<file path="src/rtl/rs_encoder_pkg.sv">
// Shared Reed-Solomon code geometry; RS(255,223) frames carry RS_K data bytes.
package rs_encoder_pkg;
    localparam int RS_K = 223;
endpackage

</file>
<file path="src/rtl/rs_arb_pkg.sv">
// Types and defaults shared by the RS frame arbiter and its round-robin core.
package rs_arb_pkg;
    import rs_encoder_pkg::RS_K;

    localparam int NUM_SRC_DEFAULT     = 4;
    localparam int FRAME_BYTES_DEFAULT = RS_K;

    typedef enum logic [1:0] {
        IDLE = 2'd0,
        PASS = 2'd1,
        PAD  = 2'd2,
        DROP = 2'd3
    } arb_state_e;

    // Width of a source index (SRC_W); kept at least one bit wide.
    function automatic int src_w(input int n);
        return (n > 1) ? $clog2(n) : 1;
    endfunction
endpackage

</file>
<file path="src/rtl/rr_arbiter.sv">
// Combinational round-robin picker: first requester at or after ptr_i wins.
module rr_arbiter #(
    parameter int N = 4,
    parameter int W = 2
) (
    input  logic [N-1:0] req_i,
    input  logic [W-1:0] ptr_i,
    output logic [N-1:0] grant_oh_o,
    output logic [W-1:0] grant_idx_o,
    output logic         grant_vld_o
);
    logic [W-1:0] rot_idx [N];
    logic [N-1:0] rot_req;

    // Rotate the request vector so position 0 is the current priority holder.
    generate
        for (genvar gi = 0; gi < N; gi++) begin : g_rot
            assign rot_idx[gi] = W'((int'(ptr_i) + gi) % N);
            assign rot_req[gi] = req_i[rot_idx[gi]];
        end
    endgenerate

    always_comb begin
        grant_vld_o = |rot_req;
        grant_idx_o = '0;
        for (int k = N - 1; k >= 0; k--) begin
            if (rot_req[k]) begin
                grant_idx_o = rot_idx[k];
            end
        end
        grant_oh_o = '0;
        if (grant_vld_o) begin
            grant_oh_o[grant_idx_o] = 1'b1;
        end
    end
endmodule

</file>
<file path="src/rtl/rs_frame_arbiter.sv">
// Round-robin merge of NUM_SRC byte streams into fixed FRAME_BYTES RS frames (pad short, drop long).
// Optional RS_ARB_STATS_EN adds saturating frame/pad/drop counters.
module rs_frame_arbiter
    import rs_arb_pkg::*;
#(
    parameter int NUM_SRC     = NUM_SRC_DEFAULT,
    parameter int FRAME_BYTES = FRAME_BYTES_DEFAULT
) (
    input  logic                       clk,
    input  logic                       rst,
    input  logic                       en,
    input  logic [NUM_SRC-1:0]         s_axis_valid,
    output logic [NUM_SRC-1:0]         s_axis_ready,
    input  logic [NUM_SRC-1:0]         s_axis_last,
    input  logic [NUM_SRC*8-1:0]       s_axis_data,
    output logic                       m_axis_valid,
    input  logic                       m_axis_ready,
    output logic [7:0]                 m_axis_data,
    output logic                       m_axis_last,
    output logic [src_w(NUM_SRC)-1:0]  m_axis_src,
    output logic                       err_short,
    output logic                       err_overlong
`ifdef RS_ARB_STATS_EN
    ,
    output logic [31:0]                stat_frames,
    output logic [31:0]                stat_pad_bytes,
    output logic [31:0]                stat_drop_bytes
`endif
);
    localparam int SRC_W = src_w(NUM_SRC);
    localparam int CNT_W = (FRAME_BYTES > 1) ? $clog2(FRAME_BYTES) : 1;
    localparam logic [CNT_W-1:0] LAST_CNT = CNT_W'(FRAME_BYTES - 1);
    localparam logic [SRC_W-1:0] LAST_SRC = SRC_W'(NUM_SRC - 1);

    arb_state_e         state_q, state_d;
    logic [SRC_W-1:0]   grant_q, grant_d;
    logic [NUM_SRC-1:0] grant_oh_q, grant_oh_d;
    logic [SRC_W-1:0]   rr_ptr_q, rr_ptr_d;
    logic [CNT_W-1:0]   cnt_q, cnt_d;
    logic               err_short_q, err_short_d;
    logic               err_overlong_q, err_overlong_d;

    logic [NUM_SRC-1:0] arb_oh;
    logic [SRC_W-1:0]   arb_idx;
    logic               arb_vld;

    logic [7:0]         src_byte [NUM_SRC];
    logic               sel_valid;
    logic               sel_last;
    logic [7:0]         sel_data;
    logic               m_hs;
    logic               drop_hs;
    logic               at_last;
    logic [SRC_W-1:0]   next_ptr;

    rr_arbiter #(
        .N (NUM_SRC),
        .W (SRC_W)
    ) u_rr (
        .req_i       (s_axis_valid),
        .ptr_i       (rr_ptr_q),
        .grant_oh_o  (arb_oh),
        .grant_idx_o (arb_idx),
        .grant_vld_o (arb_vld)
    );

    generate
        for (genvar gi = 0; gi < NUM_SRC; gi++) begin : g_src_byte
            assign src_byte[gi] = s_axis_data[gi*8 +: 8];
        end
    endgenerate

    assign sel_valid = s_axis_valid[grant_q];
    assign sel_last  = s_axis_last[grant_q];
    assign sel_data  = src_byte[grant_q];
    assign at_last   = (cnt_q == LAST_CNT);
    assign next_ptr  = (grant_q == LAST_SRC) ? '0 : grant_q + SRC_W'(1);

    // Stream path is purely combinational so the granted source sees no extra latency.
    always_comb begin
        m_axis_valid = 1'b0;
        m_axis_data  = '0;
        s_axis_ready = '0;
        case (state_q)
            PASS: begin
                m_axis_valid = sel_valid;
                m_axis_data  = sel_data;
                if (m_axis_ready) begin
                    s_axis_ready = grant_oh_q;
                end
            end
            PAD: begin
                m_axis_valid = 1'b1;
            end
            DROP: begin
                s_axis_ready = grant_oh_q;
            end
            default: ;
        endcase
    end

    assign m_hs         = m_axis_valid && m_axis_ready;
    assign drop_hs      = (state_q == DROP) && sel_valid;
    assign m_axis_last  = ((state_q == PASS) || (state_q == PAD)) && at_last;
    assign m_axis_src   = grant_q;
    assign err_short    = err_short_q;
    assign err_overlong = err_overlong_q;

    always_comb begin
        state_d        = state_q;
        grant_d        = grant_q;
        grant_oh_d     = grant_oh_q;
        rr_ptr_d       = rr_ptr_q;
        cnt_d          = cnt_q;
        err_short_d    = 1'b0;
        err_overlong_d = 1'b0;
        case (state_q)
            IDLE: begin
                if (en && arb_vld) begin
                    state_d    = PASS;
                    grant_d    = arb_idx;
                    grant_oh_d = arb_oh;
                    cnt_d      = '0;
                end
            end
            PASS: begin
                if (m_hs) begin
                    if (at_last) begin
                        cnt_d = '0;
                        if (sel_last) begin
                            state_d  = IDLE;
                            rr_ptr_d = next_ptr;
                        end else begin
                            state_d        = DROP;
                            err_overlong_d = 1'b1;
                        end
                    end else begin
                        cnt_d = cnt_q + CNT_W'(1);
                        if (sel_last) begin
                            state_d     = PAD;
                            err_short_d = 1'b1;
                        end
                    end
                end
            end
            PAD: begin
                if (m_hs) begin
                    if (at_last) begin
                        cnt_d    = '0;
                        state_d  = IDLE;
                        rr_ptr_d = next_ptr;
                    end else begin
                        cnt_d = cnt_q + CNT_W'(1);
                    end
                end
            end
            DROP: begin
                // Surplus bytes are swallowed until the source closes its frame.
                if (drop_hs && sel_last) begin
                    state_d  = IDLE;
                    rr_ptr_d = next_ptr;
                end
            end
            default: state_d = IDLE;
        endcase
    end

    always_ff @(posedge clk) begin
        if (rst) begin
            state_q        <= IDLE;
            grant_q        <= '0;
            grant_oh_q     <= '0;
            rr_ptr_q       <= '0;
            cnt_q          <= '0;
            err_short_q    <= 1'b0;
            err_overlong_q <= 1'b0;
        end else begin
            state_q        <= state_d;
            grant_q        <= grant_d;
            grant_oh_q     <= grant_oh_d;
            rr_ptr_q       <= rr_ptr_d;
            cnt_q          <= cnt_d;
            err_short_q    <= err_short_d;
            err_overlong_q <= err_overlong_d;
        end
    end

`ifdef RS_ARB_STATS_EN
    logic [31:0] stat_frames_q;
    logic [31:0] stat_pad_bytes_q;
    logic [31:0] stat_drop_bytes_q;
    logic        frame_done;

    assign frame_done = (state_q != IDLE) && (state_d == IDLE);

    always_ff @(posedge clk) begin
        if (rst) begin
            stat_frames_q     <= '0;
            stat_pad_bytes_q  <= '0;
            stat_drop_bytes_q <= '0;
        end else begin
            if (frame_done && (stat_frames_q != '1)) begin
                stat_frames_q <= stat_frames_q + 32'd1;
            end
            if ((state_q == PAD) && m_hs && (stat_pad_bytes_q != '1)) begin
                stat_pad_bytes_q <= stat_pad_bytes_q + 32'd1;
            end
            if (drop_hs && (stat_drop_bytes_q != '1)) begin
                stat_drop_bytes_q <= stat_drop_bytes_q + 32'd1;
            end
        end
    end

    assign stat_frames     = stat_frames_q;
    assign stat_pad_bytes  = stat_pad_bytes_q;
    assign stat_drop_bytes = stat_drop_bytes_q;
`endif
endmodule
</file>
<file path="config.mk">
export PLATFORM = sky130hd
export DESIGN_NAME = rs_frame_arbiter
export DESIGN_NICKNAME = d
export VERILOG_FILES = /design/src/rtl/rs_encoder_pkg.sv /design/src/rtl/rs_arb_pkg.sv /design/src/rtl/rr_arbiter.sv /design/src/rtl/rs_frame_arbiter.sv
export SDC_FILE = /design/constraint.sdc
export NUM_CORES = 1
export LEC_CHECK = 0
export CORE_MARGIN = 2
export CORE_UTILIZATION = 43
export DETAILED_ROUTE_END_ITERATION = 10
export GPL_TIMING_DRIVEN = 0
export PLACE_DENSITY_LB_ADDON = 0.08
export SLEW_MARGIN = 5
export SYNTH_ARGS = -nofsm -noshare
export SYNTH_HDL_FRONTEND = slang
export SYNTH_SLANG_ARGS = --single-unit
</file>
<file path="constraint.sdc">
create_clock -name clk -period 2.7 [get_ports clk]
set_input_delay 0.54 -clock clk [delete_from_list [all_inputs] [get_ports clk]]
set_output_delay 0.54 -clock clk [all_outputs]
set_load 0.05 [all_outputs]
</file>
==> impl_metrics.xml <==
<?xml version="1.0" encoding="UTF-8"?>
<metrics>
  <group name="finish">
    <metric name="fillers" unit="">276</metric>
    <metric name="nNetsFinal" unit="">288</metric>
    <metric name="multiInputGateArea" unit="sq um">1090</metric>
    <metric name="num_antenna_cells" unit="">0</metric>
  </group>
  <group name="yosys">
    <metric name="simple_gate_share_of_the_synthesized_area" unit="%">26.9</metric>
    <metric name="synth.distinct_cells" unit="">45</metric>
    <metric name="floorplan.nets" unit="">222</metric>
    <metric name="synth.yosys.num_cells" unit="">171</metric>
    <metric name="synth-adder-area-share" unit="%">5.72</metric>
    <metric name="synth_area_per_cell" unit="sq um">8.96</metric>
    <metric name="yosys.area.top_type_share" unit="%">26.1</metric>
  </group>
  <group name="clock_tree">
    <metric name="clock_tree_from_tritoncts" unit="">yes</metric>
    <metric name="htree_num_levels" unit="">1</metric>
    <metric name="path_clk_slew" unit="ps">110</metric>
    <metric name="clock_insertion_delay_worst_skew" unit="ps">300</metric>
  </group>
  <group name="floorplanning">
    <metric name="fp_util" unit="%">45.2</metric>
    <metric name="pin_count" unit="">62</metric>
  </group>
  <group name="final_timing">
    <metric name="slew-limit-headroom" unit="%">60.2</metric>
    <metric name="tightest_slew" unit="ps">593</metric>
    <metric name="rsz0062_at_grt" unit="">no</metric>
    <metric name="final_hold_violation_count" unit="">0</metric>
  </group>
  <group name="worst_setup_path">
    <metric name="r2r_slack" unit="ps">280</metric>
    <metric name="setup.worst_path.end" unit="">m_axis_data[7]</metric>
    <metric name="worstReg2RegStart" unit="">state_q[0]$_SDFFE_PP0P_</metric>
    <metric name="worst-endpoint-arrival" unit="ps">1990</metric>
  </group>
  <group name="place">
    <metric name="finalWeightedCongestion" unit="">0.900</metric>
    <metric name="preCtsSetupSlack" unit="ps">-579</metric>
  </group>
  <group name="route">
    <metric name="detail_route.wl_per_cell" unit="um">16.5</metric>
    <metric name="vias_per_cell" unit="">5.79</metric>
  </group>
  <group name="global_route">
    <metric name="grt_overflow" unit="">0</metric>
    <metric name="grt_max_degree" unit="">13</metric>
    <metric name="grt_util_all_layers" unit="%">23.5</metric>
  </group>
  <group name="job">
    <metric name="stage_log_warnings" unit="">30</metric>
  </group>
  <group name="worst_hold_path">
    <metric name="min_path_type" unit="">flop to flop</metric>
    <metric name="min-delay-start" unit="">grant_oh_q[0]$_SDFFE_PP0P_</metric>
    <metric name="hold_path_end" unit="">grant_oh_q[0]$_SDFFE_PP0P_</metric>
  </group>
  <group name="status">
    <metric name="status" unit="">finished, final reports clean</metric>
  </group>
</metrics>
## repair_timing
action,4_1_cts,5_1_grt
resized,47,22
endpoints found under the setup margin,14,13
setup buffers,0,0
## report_power, final
group	leakage, nW	internal (mW)	switching [mW]
logic	0.707	0.354	0.574
clock network	0.0279	0.150	0.0938
registers	0.162	0.327	0.0222
total	0.897	0.831	0.690
## layer usage
layer | up-vias | track usage, % | share of wire (%)
li1 | 781 | - | -
met1 | 785 | 30.8 | 44
met2 | 63 | 38.4 | 47
met3 | 4 | 6.43 | 7.6
met4 | 0 | 5.71 | 0.77
met5 | - | 0 | 0
## cell usage after synthesis, types with 2 or more instances
| library cell | count |
|---|---|
| sky130_fd_sc_hd__nand2_1 | 16 |
| sky130_fd_sc_hd__inv_1 | 7 |
| sky130_fd_sc_hd__nor3_1 | 4 |
| sky130_fd_sc_hd__ha_1 | 7 |
| sky130_fd_sc_hd__nor4_1 | 3 |
| sky130_fd_sc_hd__o32a_1 | 2 |
| sky130_fd_sc_hd__nand4_1 | 2 |
| sky130_fd_sc_hd__nor2_1 | 10 |
| sky130_fd_sc_hd__clkbuf_1 | 4 |
| sky130_fd_sc_hd__a21oi_1 | 13 |
| sky130_fd_sc_hd__or3_1 | 3 |
| sky130_fd_sc_hd__o211a_1 | 2 |
| sky130_fd_sc_hd__buf_2 | 3 |
| sky130_fd_sc_hd__nor2b_1 | 5 |
| sky130_fd_sc_hd__or4_1 | 2 |
| sky130_fd_sc_hd__nand2b_1 | 5 |
| sky130_fd_sc_hd__a31oi_1 | 2 |
| sky130_fd_sc_hd__mux2i_1 | 8 |
| sky130_fd_sc_hd__nand3_1 | 4 |
| sky130_fd_sc_hd__mux4_2 | 10 |
| sky130_fd_sc_hd__nand4b_1 | 2 |
| sky130_fd_sc_hd__o21bai_1 | 2 |
| sky130_fd_sc_hd__dfxtp_1 | 20 |
| sky130_fd_sc_hd__and3_1 | 4 |
| sky130_fd_sc_hd__and2_1 | 9 |
| sky130_fd_sc_hd__o31ai_1 | 3 |
## flip-flops by register name, indices dropped and copies added (netlist names)
register / flops
cnt_q: 8
err_overlong: 1
err_short: 1
grant_oh_q: 4
m_axis_src: 2
rr_ptr_q: 2
state_q: 2
## area by class of cell
class                      count  area share (%)
clock buffer                   3            1.00
clock inverter                 1            1.34
multi-input combinational    137            48.6
inverter                       7            1.17
tap                           46            2.56
buffer                         7            1.67
timing repair buffer          61            25.8
sequential                    20            17.8
## per-stage QoR
step | total power, mW | std cells | hold slack (ps)
floorplan | 1.00 | 171 | 427
global placement | 1.27 | 278 | 436
detailed placement | 1.29 | 278 | 442
CTS | 1.55 | 282 | 459
global route | 1.63 | 282 | 490
finish | 1.52 | 282 | 453
## worst max-delay path, cell delays in order, from the launching register on
cell and delay [ps]:
sky130_fd_sc_hd__dfxtp_1 390, sky130_fd_sc_hd__buf_2 200, sky130_fd_sc_hd__buf_6 200, sky130_fd_sc_hd__mux4_2 510, sky130_fd_sc_hd__and2_1 170, sky130_fd_sc_hd__buf_2 210
## kinds of logic after synthesis
| kind of cell | Yosys count |
|---|---|
| compound gates | 38 |
| mux | 18 |
| simple gates | 74 |
| flops | 20 |
| fa+ha+maj | 7 |
| buf+inv | 14 |
Figure 1. Cell outlines without signal wires.
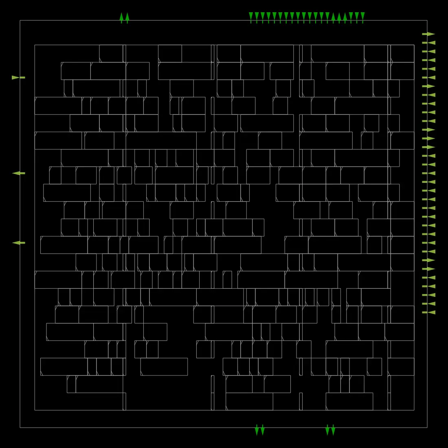
area of the core region: 3390 sq um
final core occ: 66.3%
std cell rows: 21
tally of non-filler cells in the final layout: 282

Figure 2. Register map, names as in the netlist.
Other sequential cells in the stronger grey, the rest of the logic in the fainter grey.
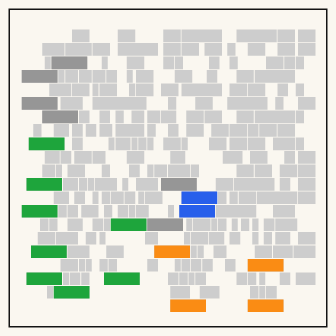
blue -> `m_axis_src`  # placed flops 2
green -> `cnt_q`  # placed flops 8
orange -> `grant_oh_q`  # placed flops 4
not coloured = 6
Sequential Area: 400 sq um
seq pwr: 0.350 mW
sequential cell area share: 17.8%

Figure 3. Routed metal per tile.
13 x 13 tiles, from black (low) to pale yellow (high), scaled to the fullest tile. Values are wire area over tile area, all layers added.
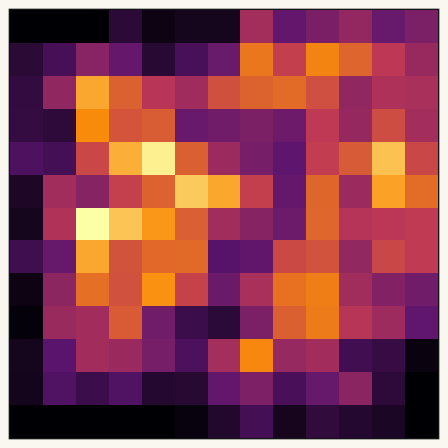
tiles over half the peak = 33%
fullest tile = 0.48
emptiest ninth of the die = bottom left
mean over tiles = 0.19
nearly empty tiles = 6.5%

No activity file was given, so power comes from the tool's default toggle rates.
